### src/rtl/framebuffer_scanout.sv
// rtl/framebuffer_scanout.sv - CHIP-8 framebuffer scanout to 640x480@60 VGA
//
// Reads the 16-bit framebuffer through a private read port, scales the
// 64x32 (lores) or 128x64 (hires) image by 10 or 5 and drives VGA pixel/sync.
//
// Ports:
//   clk        in   pixel clock (25.175 MHz nominal)
//   reset_n    in   asynchronous active-low reset, synchronous release
//   hires      in   resolution select, sampled at (h=0, v=0) only
//   fb_addr    out  [8:0] framebuffer word address, held while fb_rd=0
//   fb_rd      out  one-clock read strobe per word
//   fb_data    in   [15:0] read data, valid 1 clk after fb_rd
//   pixel      out  pixel value, 0 outside the image area
//   active     out  visible 640x480 region
//   hsync_n    out  horizontal sync, active low
//   vsync_n    out  vertical sync, active low
//   frame_tick out  1-clk pulse at (h=0, v=480); only with SCANOUT_FRAME_TICK_EN
//
// pixel/active/hsync_n/vsync_n describe counter position (h,v) two clocks
// after the counters hold (h,v).
module framebuffer_scanout (
  input  logic        clk,
  input  logic        reset_n,
  input  logic        hires,
  output logic [8:0]  fb_addr,
  output logic        fb_rd,
  input  logic [15:0] fb_data,
  output logic        pixel,
  output logic        active,
  output logic        hsync_n,
`ifdef SCANOUT_FRAME_TICK_EN
  output logic        vsync_n,
  output logic        frame_tick
`else
  output logic        vsync_n
`endif
);

  localparam int H_VISIBLE = 640;
  localparam int H_FP      = 16;
  localparam int H_SYNC    = 96;
  localparam int H_BP      = 48;
  localparam int V_VISIBLE = 480;
  localparam int V_FP      = 10;
  localparam int V_SYNC    = 2;
  localparam int V_BP      = 33;
  localparam int V_OFFSET  = 80;
  localparam int V_IMAGE   = 320;

  localparam logic [9:0] H_VIS    = 10'(H_VISIBLE);
  localparam logic [9:0] H_HS_BEG = 10'(H_VISIBLE + H_FP);
  localparam logic [9:0] H_HS_END = 10'(H_VISIBLE + H_FP + H_SYNC - 1);
  localparam logic [9:0] H_LAST   = 10'(H_VISIBLE + H_FP + H_SYNC + H_BP - 1);
  // Word 0 of a line is requested at h=798; the strobe is registered one clock earlier.
  localparam logic [9:0] H_FETCH0 = 10'(H_VISIBLE + H_FP + H_SYNC + H_BP - 3);
  localparam logic [9:0] V_VIS    = 10'(V_VISIBLE);
  localparam logic [9:0] V_VS_BEG = 10'(V_VISIBLE + V_FP);
  localparam logic [9:0] V_VS_END = 10'(V_VISIBLE + V_FP + V_SYNC - 1);
  localparam logic [9:0] V_LAST   = 10'(V_VISIBLE + V_FP + V_SYNC + V_BP - 1);
  localparam logic [9:0] V_IMG0   = 10'(V_OFFSET);
  localparam logic [9:0] V_IMG1   = 10'(V_OFFSET + V_IMAGE - 1);

  // Raster position
  logic [9:0] h_q, h_d, v_q, v_d, v_next;
  logic       hires_q;

  // Scale sub-counters: csub = h mod S, col = h / S; rsub/row track image row
  logic [3:0] csub_q, csub_d, rsub_q, rsub_d;
  logic [7:0] col_q, col_d;
  logic [5:0] row_q, row_d;
  logic [3:0] scale_last, fetch_sub;

  // Fetch path
  logic       fb_rd_q, rd_d1_q, rd_word0, rd_wordk;
  logic [8:0] fb_addr_q, addr_d;
  logic [15:0] prefetch_q, shift_q;

  // Output pipeline
  logic act_s1_q, img_s1_q, hs_s1_q, vs_s1_q;
  logic pixel_q, active_q, hsync_q, vsync_q;
  logic in_img_line, next_img_line;

  assign scale_last = hires_q ? 4'd4 : 4'd9;
  assign fetch_sub  = hires_q ? 4'd2 : 4'd7;

  always_comb begin
    h_d    = h_q + 10'd1;
    v_d    = v_q;
    v_next = (v_q == V_LAST) ? 10'd0 : v_q + 10'd1;
    if (h_q == H_LAST) begin
      h_d = 10'd0;
      v_d = v_next;
    end
  end

  assign in_img_line   = (v_q >= V_IMG0) && (v_q <= V_IMG1);
  assign next_img_line = (v_next >= V_IMG0) && (v_next <= V_IMG1);

  always_comb begin
    csub_d = csub_q + 4'd1;
    col_d  = col_q;
    if (h_q == H_LAST) begin
      csub_d = 4'd0;
      col_d  = 8'd0;
    end else if (csub_q == scale_last) begin
      csub_d = 4'd0;
      col_d  = col_q + 8'd1;
    end
  end

  // The row tracker steps at h=640, after the line's last fetch, so from
  // then on it names the row of the following line (needed by the h=798 fetch).
  always_comb begin
    rsub_d = rsub_q;
    row_d  = row_q;
    if (h_q == H_VIS) begin
      if (v_next == V_IMG0) begin
        rsub_d = 4'd0;
        row_d  = 6'd0;
      end else if (rsub_q == scale_last) begin
        rsub_d = 4'd0;
        row_d  = row_q + 6'd1;
      end else begin
        rsub_d = rsub_q + 4'd1;
      end
    end
  end

  // Word k>0 is requested at h = k*16*S - 2; condition evaluated one clock
  // earlier, where col = 16k-1 and csub = S-3.
  assign rd_word0 = (h_q == H_FETCH0) && next_img_line;
  assign rd_wordk = in_img_line && (h_q < H_VIS) && (csub_q == fetch_sub) &&
                    (col_q[3:0] == 4'hF) &&
                    (hires_q ? (col_q[7:4] < 4'd7) : (col_q[7:4] < 4'd3));

  always_comb begin
    if (hires_q) begin
      addr_d = rd_word0 ? {row_q, 3'd0} : {row_q, col_q[6:4] + 3'd1};
    end else begin
      addr_d = rd_word0 ? {2'b00, row_q[4:0], 2'd0}
                        : {2'b00, row_q[4:0], col_q[5:4] + 2'd1};
    end
  end

  always_ff @(posedge clk or negedge reset_n) begin
    if (!reset_n) begin
      h_q        <= '0;
      v_q        <= '0;
      hires_q    <= 1'b0;
      csub_q     <= '0;
      col_q      <= '0;
      rsub_q     <= '0;
      row_q      <= '0;
      fb_rd_q    <= 1'b0;
      fb_addr_q  <= '0;
      rd_d1_q    <= 1'b0;
      prefetch_q <= '0;
      shift_q    <= '0;
    end else begin
      h_q     <= h_d;
      v_q     <= v_d;
      csub_q  <= csub_d;
      col_q   <= col_d;
      rsub_q  <= rsub_d;
      row_q   <= row_d;
      if (h_q == 10'd0 && v_q == 10'd0) hires_q <= hires;
      fb_rd_q <= rd_word0 | rd_wordk;
      if (rd_word0 | rd_wordk) fb_addr_q <= addr_d;
      rd_d1_q <= fb_rd_q;
      if (rd_d1_q) prefetch_q <= fb_data;
      // Load at each word boundary, otherwise step once per S clocks.
      // The MSB seen with counter h+1 is the image bit for position h.
      if (csub_q == 4'd0) begin
        if (col_q[3:0] == 4'd0) shift_q <= prefetch_q;
        else                    shift_q <= {shift_q[14:0], 1'b0};
      end
    end
  end

  always_ff @(posedge clk or negedge reset_n) begin
    if (!reset_n) begin
      act_s1_q <= 1'b0;
      img_s1_q <= 1'b0;
      hs_s1_q  <= 1'b1;
      vs_s1_q  <= 1'b1;
      pixel_q  <= 1'b0;
      active_q <= 1'b0;
      hsync_q  <= 1'b1;
      vsync_q  <= 1'b1;
    end else begin
      act_s1_q <= (h_q < H_VIS) && (v_q < V_VIS);
      img_s1_q <= (h_q < H_VIS) && in_img_line;
      hs_s1_q  <= !((h_q >= H_HS_BEG) && (h_q <= H_HS_END));
      vs_s1_q  <= !((v_q >= V_VS_BEG) && (v_q <= V_VS_END));
      pixel_q  <= img_s1_q & shift_q[15];
      active_q <= act_s1_q;
      hsync_q  <= hs_s1_q;
      vsync_q  <= vs_s1_q;
    end
  end

  assign fb_rd   = fb_rd_q;
  assign fb_addr = fb_addr_q;
  assign pixel   = pixel_q;
  assign active  = active_q;
  assign hsync_n = hsync_q;
  assign vsync_n = vsync_q;

`ifdef SCANOUT_FRAME_TICK_EN
  logic frame_tick_q;
  // High while the counters hold (h=0, v=480).
  always_ff @(posedge clk or negedge reset_n) begin
    if (!reset_n) frame_tick_q <= 1'b0;
    else          frame_tick_q <= (h_q == H_LAST) && (v_q == V_VIS - 10'd1);
  end
  assign frame_tick = frame_tick_q;
`endif

endmodule
### config.mk
export PLATFORM = sky130hd
export DESIGN_NAME = framebuffer_scanout
export DESIGN_NICKNAME = d
export VERILOG_FILES = /design/src/rtl/framebuffer_scanout.sv
export SDC_FILE = /design/constraint.sdc
export NUM_CORES = 1
export LEC_CHECK = 0
export ABC_CLOCK_PERIOD_IN_PS = 2400
export CAP_MARGIN = 5
export CORE_MARGIN = 5
export CORE_UTILIZATION = 30
export DETAILED_ROUTE_END_ITERATION = 7
export PLACE_DENSITY_LB_ADDON = 0.15
export SLEW_MARGIN = 0
export SYNTH_ARGS = -nofsm -noshare
export SYNTH_HDL_FRONTEND = slang
export SYNTH_SLANG_ARGS = --single-unit
export TNS_END_PERCENT = 30
### constraint.sdc
create_clock -name clk -period 2.4 [get_ports clk]
set_clock_uncertainty 0.05 [all_clocks]
set_input_delay 0.48 -clock clk [delete_from_list [all_inputs] [get_ports clk]]
set_output_delay 0.48 -clock clk [all_outputs]
set_load 0.02 [all_outputs]
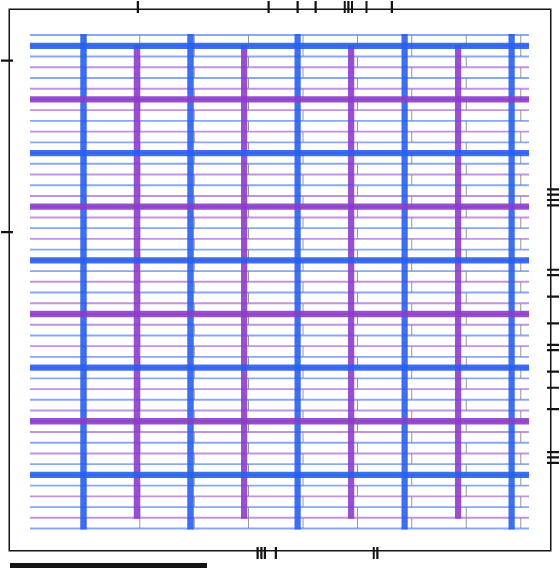
Fig. 1. Supply network.
The bar under the picture is 50 um long. Pins as bars on the die edge. Tap cells in grey.
VDD: shown in purple. VSS: shown in blue.
33 signal pins sit on the boundary. 9 straps on met4. The core has 46 rows. 47 met1 rails follow the rows.
die width: 136.9 um
core area: 15,830 um2
worst vdd ir: 361.7 uV

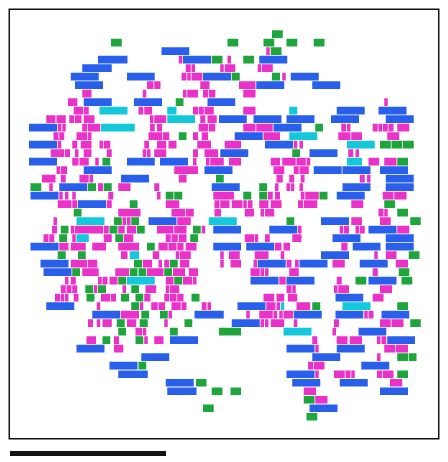
Fig. 2. Cell classes on the final placement.
The bar under the picture is 50 um long.
all other logic: shown in magenta, cells 342. clock drivers and dummy loads: shown in cyan, cells 16. flip-flops: shown in blue, cells 94. other buffers and delay cells: shown in green, cells 91.
fin util: 38.90%
Seq area share: 38.31%

==> routing by layer <==
| metal | GRT usage [%] | part of all wire [%] | up-vias |
|---|---|---|---|
| li1 | - | - | 1777 |
| met5 | 0 | 0 | - |
| met1 | 15.79 | 46 | 1782 |
| met2 | 20.73 | 49 | 47 |
| met3 | 3.750 | 4.2 | 17 |
| met4 | 3.936 | 1.6 | 0 |
==> layout by cell type (no fill, tap or decap), types with 21 or more instances in the layout <==
master / Yosys / final
a21oi_1: 21 / 21
buf_4: 1 / 59
clkdlybuf4s50_1: 0 / 31
dfrtp_1: 90 / 89
mux2_2: 22 / 22
mux2i_1: 22 / 22
nand2_1: 26 / 26
nand3_1: 24 / 23
nor2_1: 50 / 50
o21ai_0: 22 / 22
==> power breakdown <==
group	switching, mW	internal, mW	total [mW]
clock	0.652	0.850	1.50
sequential	0.141	1.78	1.92
combinational	0.428	0.371	0.799
total	1.22	3.01	4.23
==> how the worst min path moves through the flow <==
stage	from	endpoint	slack, ns	cells after the start
4_1_cts	reset_n	prefetch_q[9]$_DFFE_PN0P_	0.04	1
6_report	reset_n	shift_q[10]$_DFFE_PN0N_	0.04	1
3_3_place_gp	act_s1_q$_DFF_PN0_	active$_DFF_PN0_	0.29	0
2_1_floorplan	reset_n	act_s1_q$_DFF_PN0_	0.13	0
5_1_grt	reset_n	prefetch_q[9]$_DFFE_PN0P_	0.06	1
3_5_place_dp	act_s1_q$_DFF_PN0_	active$_DFF_PN0_	0.30	0
==> cells by family after synthesis <==
logic type,count (synthesis)
buffers and inverters,44
flip-flops,94
adder cells (fa/ha/maj),12
multiplexers,48
AND/OR/NAND/NOR,159
XOR/XNOR,25
AND-OR/OR-AND,76
==> reports/results.txt <==
Worst-Margin Slew -> 0.7324 ns
Max capacitance violation total -> 0
Sequential Area -> 2359 um2
DP Worst Slack -> -0.1653 ns
Clock Tree Root -> clkbuf_16
Area of placed instances -> 5734 um2
Status -> finished, violations left
Post-Layout Cell Count -> 759
Post-synthesis compound-gate area fraction -> 10.77%
Mean area per synthesized cell -> 10.55 um2
Reg2Reg Setup Slack -> -0.008 ns
CP Buf/Inv Count -> 1
RSZ-0062 raised after global routing -> true
NonClk Buf Share -> 12.56%
Setup CP Type -> flip-flop to flip-flop
Post-CTS setup buffers -> 2
Antenna violations before repair -> 0
Share of layout cells above drive strength 1 -> 25.23%
Failing checks -> setup timing
Top class by area -> multi-input combinational cells
Req. time, crit path -> 2.59 ns
Number of global-route vias before repair -> 3,685
Gate Count Post-Synth -> 458
Tapcells -> 216
Setup violators final -> 4
Final period util -> 100.4%
Fin worst setup slack -> -0.008493 ns
Fmax -> 415.2 MHz
DR vias -> 3,623
FILL cells -> 1,572
Final Hold Vio Count -> 0
Worst path top cell family by delay -> simple AND/OR/NAND/NOR gates
Inverters -> 22
Origin of the critical flop-to-flop path -> v_q[1]$_DFFE_PN0P_
Synth cell count leaders -> dfrtp_1, nor2_1, nand2_1
Area contributors post-synth -> dfrtp_1, mux2_2, mux2i_1
YS chip area -> 4832 um2
GRT overflow -> 0
Late-Pin Clk Latency -> 0.35 ns
Final wirelength -> 10,980 um
# IOs -> 33
Clk buf depth -> 2
Comb. cell area -> 2364 um2
Finished Cell Area -> 6157 um2
Hold Slack -> 0.03875 ns
Power figures rest on the tool's default switching activity, not on a simulated workload.
